[config.mk]
export PLATFORM = sky130hd
export DESIGN_NAME = pipe_reg_chain
export DESIGN_NICKNAME = d
export VERILOG_FILES = /design/src/rtl/pipe_reg_chain.sv
export SDC_FILE = /design/constraint.sdc
export NUM_CORES = 1
export LEC_CHECK = 0
export CAP_MARGIN = 15
export CORE_ASPECT_RATIO = 0.8
export CORE_MARGIN = 3
export CORE_UTILIZATION = 48
export CTS_BUF_LIST = sky130_fd_sc_hd__clkbuf_4 sky130_fd_sc_hd__clkbuf_8
export DETAILED_ROUTE_END_ITERATION = 10
export GPL_ROUTABILITY_DRIVEN = 0
export PLACE_DENSITY = 0.76
export SETUP_SLACK_MARGIN = 0.05
export SLEW_MARGIN = 15
export SYNTH_ARGS = -nofsm -noshare
export SYNTH_HDL_FRONTEND = slang
export SYNTH_SLANG_ARGS = --single-unit
[constraint.sdc]
create_clock -name clock -period 1.9 [get_ports clock]
set_input_delay 0.38 -clock clock [delete_from_list [all_inputs] [get_ports clock]]
set_output_delay 0.38 -clock clock [all_outputs]
set_load 0.005 [all_outputs]
[src/rtl/pipe_reg_chain.sv]
// pipe_reg_chain
//   A parametrised chain of pipeline registers. It carries a data word and a
//   destination-register tag through STAGES clocked stages. Each stage can be
//   stalled or flushed on its own, and stage valids are tracked. After reset
//   the chain waits HOLD_CYCLES cycles in INIT before it accepts input.
//   Invalid stages always hold data=0 and tag=0, so the outputs read as zero
//   whenever out_valid is low.
//
// Ports
//   clock        rising-edge clock
//   reset        synchronous, active-low reset
//   in_valid     input entry valid
//   in_data      input payload (DATA_W)
//   in_tag       input destination tag (TAG_W)
//   stall        stall[k] holds stage k and every stage upstream of it
//   flush        flush[k] turns stage k into a bubble (beats stall)
//   out_valid    valid of the last stage
//   out_data     payload of the last stage
//   out_tag      tag of the last stage
//   ready        chain accepts input (RUN and stage 0 not held)
//   occupancy    number of valid stages
//   flush_count  (only with PIPE_FLUSH_STATS_EN) saturating count of valid
//                entries destroyed by flush
//
// Optional feature macro: PIPE_FLUSH_STATS_EN

module pipe_reg_chain #(
   parameter int DATA_W      = 32,
   parameter int TAG_W       = 5,
   parameter int STAGES      = 3,
   parameter int HOLD_CYCLES = 2
) (
   input  logic                          clock,
   input  logic                          reset,
   input  logic                          in_valid,
   input  logic [DATA_W-1:0]             in_data,
   input  logic [TAG_W-1:0]              in_tag,
   input  logic [STAGES-1:0]             stall,
   input  logic [STAGES-1:0]             flush,
   output logic                          out_valid,
   output logic [DATA_W-1:0]             out_data,
   output logic [TAG_W-1:0]              out_tag,
   output logic                          ready,
   output logic [$clog2(STAGES+1)-1:0]   occupancy
`ifdef PIPE_FLUSH_STATS_EN
   ,
   output logic [15:0]                   flush_count
`endif
);

   localparam int OCC_W = $clog2(STAGES+1);
   localparam int CNT_W = $clog2(HOLD_CYCLES+1);

   typedef enum logic {INIT = 1'b0, RUN = 1'b1} state_t;

   state_t              state, next_state;
   logic [CNT_W-1:0]    init_count;
   logic [STAGES-1:0]   hold;
   logic [STAGES-1:0]   valid_q, valid_d;
   logic [DATA_W-1:0]   data_q [STAGES];
   logic [DATA_W-1:0]   data_d [STAGES];
   logic [TAG_W-1:0]    tag_q  [STAGES];
   logic [TAG_W-1:0]    tag_d  [STAGES];
   logic [OCC_W-1:0]    occ_sum;

   always_ff @(posedge clock) begin
      if (!reset) state <= INIT;
      else        state <= next_state;
   end

   // The last INIT cycle is the one in which the counter reaches HOLD_CYCLES-1.
   always_comb begin
      next_state = state;
      if (state == INIT && init_count == CNT_W'(HOLD_CYCLES-1))
         next_state = RUN;
   end

   // The counter only advances in INIT, so it freezes once RUN is reached.
   always_ff @(posedge clock) begin
      if (!reset)              init_count <= '0;
      else if (state == INIT)  init_count <= init_count + CNT_W'(1);
   end

   // A stall anywhere downstream also freezes every upstream stage.
   always_comb begin
      hold = '0;
      hold[STAGES-1] = stall[STAGES-1];
      for (int k = STAGES-2; k >= 0; k--)
         hold[k] = stall[k] | hold[k+1];
   end

   assign ready = (state == RUN) && !hold[0];

   // Per-stage next value. Flush beats hold, and hold beats load. A stage
   // behind a held neighbour receives a bubble, because the entry in that
   // neighbour has not moved.
   always_comb begin
      valid_d = '0;
      for (int k = 0; k < STAGES; k++) begin
         data_d[k] = '0;
         tag_d[k]  = '0;
      end
      if (!flush[0]) begin
         if (hold[0]) begin
            valid_d[0] = valid_q[0];
            data_d[0]  = data_q[0];
            tag_d[0]   = tag_q[0];
         end else if (ready && in_valid) begin
            valid_d[0] = 1'b1;
            data_d[0]  = in_data;
            tag_d[0]   = in_tag;
         end
      end
      for (int k = 1; k < STAGES; k++) begin
         if (!flush[k]) begin
            if (hold[k]) begin
               valid_d[k] = valid_q[k];
               data_d[k]  = data_q[k];
               tag_d[k]   = tag_q[k];
            end else if (!hold[k-1] && valid_q[k-1]) begin
               valid_d[k] = 1'b1;
               data_d[k]  = data_q[k-1];
               tag_d[k]   = tag_q[k-1];
            end
         end
      end
   end

   always_ff @(posedge clock) begin
      if (!reset) begin
         valid_q <= '0;
         for (int k = 0; k < STAGES; k++) begin
            data_q[k] <= '0;
            tag_q[k]  <= '0;
         end
      end else begin
         valid_q <= valid_d;
         for (int k = 0; k < STAGES; k++) begin
            data_q[k] <= data_d[k];
            tag_q[k]  <= tag_d[k];
         end
      end
   end

   always_comb begin
      occ_sum = '0;
      for (int k = 0; k < STAGES; k++)
         occ_sum = occ_sum + OCC_W'(valid_q[k]);
   end

   assign occupancy = occ_sum;
   assign out_valid = valid_q[STAGES-1];
   assign out_data  = data_q[STAGES-1];
   assign out_tag   = tag_q[STAGES-1];

`ifdef PIPE_FLUSH_STATS_EN
   logic [OCC_W-1:0] flush_lost;
   logic [16:0]      flush_sum;

   // Only stages that hold a valid entry count as lost when flushed.
   always_comb begin
      flush_lost = '0;
      for (int k = 0; k < STAGES; k++)
         flush_lost = flush_lost + OCC_W'(flush[k] & valid_q[k]);
      flush_sum = {1'b0, flush_count} + 17'(flush_lost);
   end

   always_ff @(posedge clock) begin
      if (!reset) flush_count <= '0;
      else        flush_count <= flush_sum[16] ? 16'hFFFF : flush_sum[15:0];
   end
`endif

endmodule

### Routing congestion

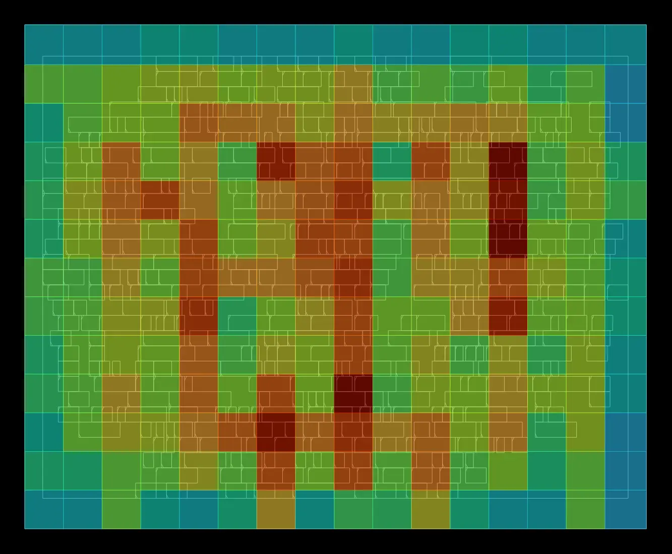
detail-routed net length per standard cell: 16.5 µm
utilization after layout: 0.657
global-route layer with the greatest usage: met2

==> run summary <==
The run has ended; figures from its reports follow.

The total net switching power is approximately 0.0012 W. The synthesized instance count is 440. According to the floorplan log, the row count is 29. In this run the maximum-capacitance check reported violations numbering 0.

The switching power share of the total came out at 0.231. The minimum setup slack among reg-to-reg paths came out at between 500 and 600 ps. The total core area is about 0.008 mm². The count of placed standard cells in the final layout, fillers left out came out at between 600 and 700. The initial utilization of the core area, before any placement, comes to 0.513. The clock network fraction of total power is 0.471. The number of global-route vias before repair came out at about 3300.

The number of cells on the worst hold path came out at 2. The share of final-layout standard cells stronger than drive strength 1 is 0.125. After synthesis, the mean cell area works out to 9.61 µm². The total cell area at the placement stage is approximately 0.0049 mm². The total negative setup slack came out at 0 ps.

The aggregate global routing overflow is 0. The startpoint of the most critical hold path is data_q[0][4]. The overall fraction of global-route tracks in use came out at 0.203.

The global-route met1 utilization is 0.260. The global routing met3 resource utilization is 0.0497. The type of destination of the critical path is a primary output. The path depth of the worst reg2reg path came out at 4. The largest clock skew in the final design is just under 8 ps. The highest-power group is the clock network. In this run, the number of DRC markers left after iteration 0 of detailed routing was around 180. The power per cell area came out at roughly 990 mW/mm². The cell count in the Yosys report came out at about 440.

The number of nets produced by synthesis came out at between 400 and 500. The number of input and output port buffers inserted came out at approximately 86. TritonCTS built the clock tree. The flow reports power dissipated in combinational cells as approximately 0.00033 W. The number of antenna violations at the first check in global routing is 0. The final net count came out at ~540. The number of placed instances with taps included came out at a little under 600. The count of endpoints failing setup in the final report is 0.

The critical path in this run is classified as reg -> out. The insertion delay of the later-clocked pin in the worst-skew pair is 420 ps. The total number of H-tree levels is 4. STA lists the startpoint of the worst register-to-register path as state. The chip area from the yosys synthesis statistics is 0.00423 mm².

The post-route report lists met1 wire length as between 4 and 5 mm. The count of flip-flops with a built-in enable after synthesis is 0. The height of the die came out at about 90 µm. The run finished with clean final reports. The number of warning messages in the logs is 26. The tally of nets with antenna violations remaining after routing came out at 0. Hold is met by 451 ps.

The nature of the critical path startpoint is a flip-flop. The synthesis warning total came out at 0. The script extracted a total leakage power of 1.89 nW. After synthesis the netlist holds a flip-flop and latch count of between 100 and 150. The endpoint of the worst register-to-register path is data_q[0][27]. The amount of wire on met2 after detailed routing is about 4.9 mm. The count of boundary I/O pins is slightly below 90. The finished cells cover between 0.005 and 0.006 mm². The first-pass detailed-route iteration total came out at 5.

The arrival time reported for the critical path endpoint came out at around 1400 ps. The routed wire length came out at 10.1 mm. The DRC violation count after routing is 0. The post-synthesis cell area came out at 0.00423 mm². The routed layout has 3293 vias. The internal power contribution is between 0.004 and 0.005 W. Per the detail_route report, vias per standard cell equal about 5.4. The HPWL after detailed placement is about 6.5 mm. Entering global routing, the biggest net connects ~40 pins. The type recorded for the worst min-delay path is reg -> reg. The area growth from synthesis to final layout is 28.0%.
### Signal wires on met4

Scale bar: 20 µm.
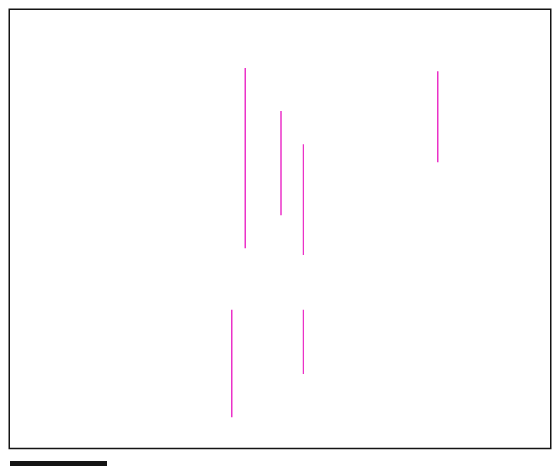
nets with wire on the layer: 4
main direction: vertical
share of all routed wire: 1.3%
longest straight run: 36.7 µm

flip-flops by register name, summed over array words and instances, names as in the netlist:
name        cells
valid_q         3
data_q         96
init_count      2
state           1
tag_q          15
what timing repair did:
item / CTS / global route
setup endpoints to repair: 3 / 1
gates resized: 13 / 1
pin swaps: 3 / 0
hold buffers: 0 / 0
buffers inserted: 0 / 1
placed cells by master, fill, tap and decap left out, types with 2 or more instances in the layout:
cell type                         instances
sky130_fd_sc_hd__clkinv_4                 4
sky130_fd_sc_hd__clkdlybuf4s50_1         80
sky130_fd_sc_hd__inv_6                    3
sky130_fd_sc_hd__dfxtp_2                  2
sky130_fd_sc_hd__a22o_1                  37
sky130_fd_sc_hd__buf_2                    2
sky130_fd_sc_hd__nand2_1                 41
sky130_fd_sc_hd__and2_1                   4
sky130_fd_sc_hd__dfxtp_1                114
sky130_fd_sc_hd__clkbuf_8                18
sky130_fd_sc_hd__buf_12                   2
sky130_fd_sc_hd__inv_1                    2
sky130_fd_sc_hd__a21oi_1                 40
sky130_fd_sc_hd__nand3_1                 37
sky130_fd_sc_hd__o21ai_0                  2
sky130_fd_sc_hd__dlygate4sd2_1            4
sky130_fd_sc_hd__nand2b_2                 2
sky130_fd_sc_hd__buf_4                   16
sky130_fd_sc_hd__nor2_1                  39
sky130_fd_sc_hd__nor3_4                   2
sky130_fd_sc_hd__bufinv_16                4
sky130_fd_sc_hd__a22oi_1                 37
sky130_fd_sc_hd__clkinv_2                 2
cell type report:
cell class	count	area, µm²
Clock buffer	18	248
Sequential cell	117	2350
Fill cell	667	2830
Inverter	2	7.51
Timing Repair Buffer	104	1010
Tap cell	108	135
Clock inverter	14	199
Multi-Input combinational cell	249	1470
stage by stage:
stage	util	setup WS [ps]	power, W
after floorplan	-	269	0.00270
after global placement	0.601	-286	0.00287
after detailed placement	0.601	-268	0.00288
after CTS	0.656	60.6	0.00537
after global routing	0.657	50.4	0.00552
final	0.657	88.5	0.00534
synth_stat cells, drive strengths merged, types with 2 or more instances:
library cell  count  area [µm²]
dfxtp           117        2340
buf              48         353
nand2            41         154
a21oi            40         200
nor2             40         150
a22o             37         324
a22oi            37         278
nand3            37         185
clkbuf           24        90.1
and2              4        25.0
nand2b            3        18.8
inv               2        7.51
nor3              2        21.3
o21ai             2        10.0
logic make-up after synthesis:
| family | after synthesis | synth area share |
|---|---|---|
| simple gates | 129 | 0.136 |
| fa+ha+maj | 2 | 0.00770 |
| xor+xnor | 1 | 0.00207 |
| flops | 117 | 0.554 |
| buf+inv | 74 | 0.107 |
| compound gates | 117 | 0.194 |
worst max-delay path, cell delays in order (launching register included):
cell and delay [ps]:
sky130_fd_sc_hd__dfxtp_2 340, sky130_fd_sc_hd__fa_2 560, sky130_fd_sc_hd__buf_2 130
worst max-delay path by stage:
stage	from	end	slack, ps	depth (start not counted)
CTS	valid_q[1]	occupancy[0]	60	2
detailed placement	stall[1]	ready	-270	4
floorplan	stall[2]	ready	270	4
finish	valid_q[1]	occupancy[0]	90	2
global route	valid_q[1]	occupancy[0]	50	2
global placement	stall[1]	ready	-290	4
No activity file was given, so power comes from the tool's default toggle rates.
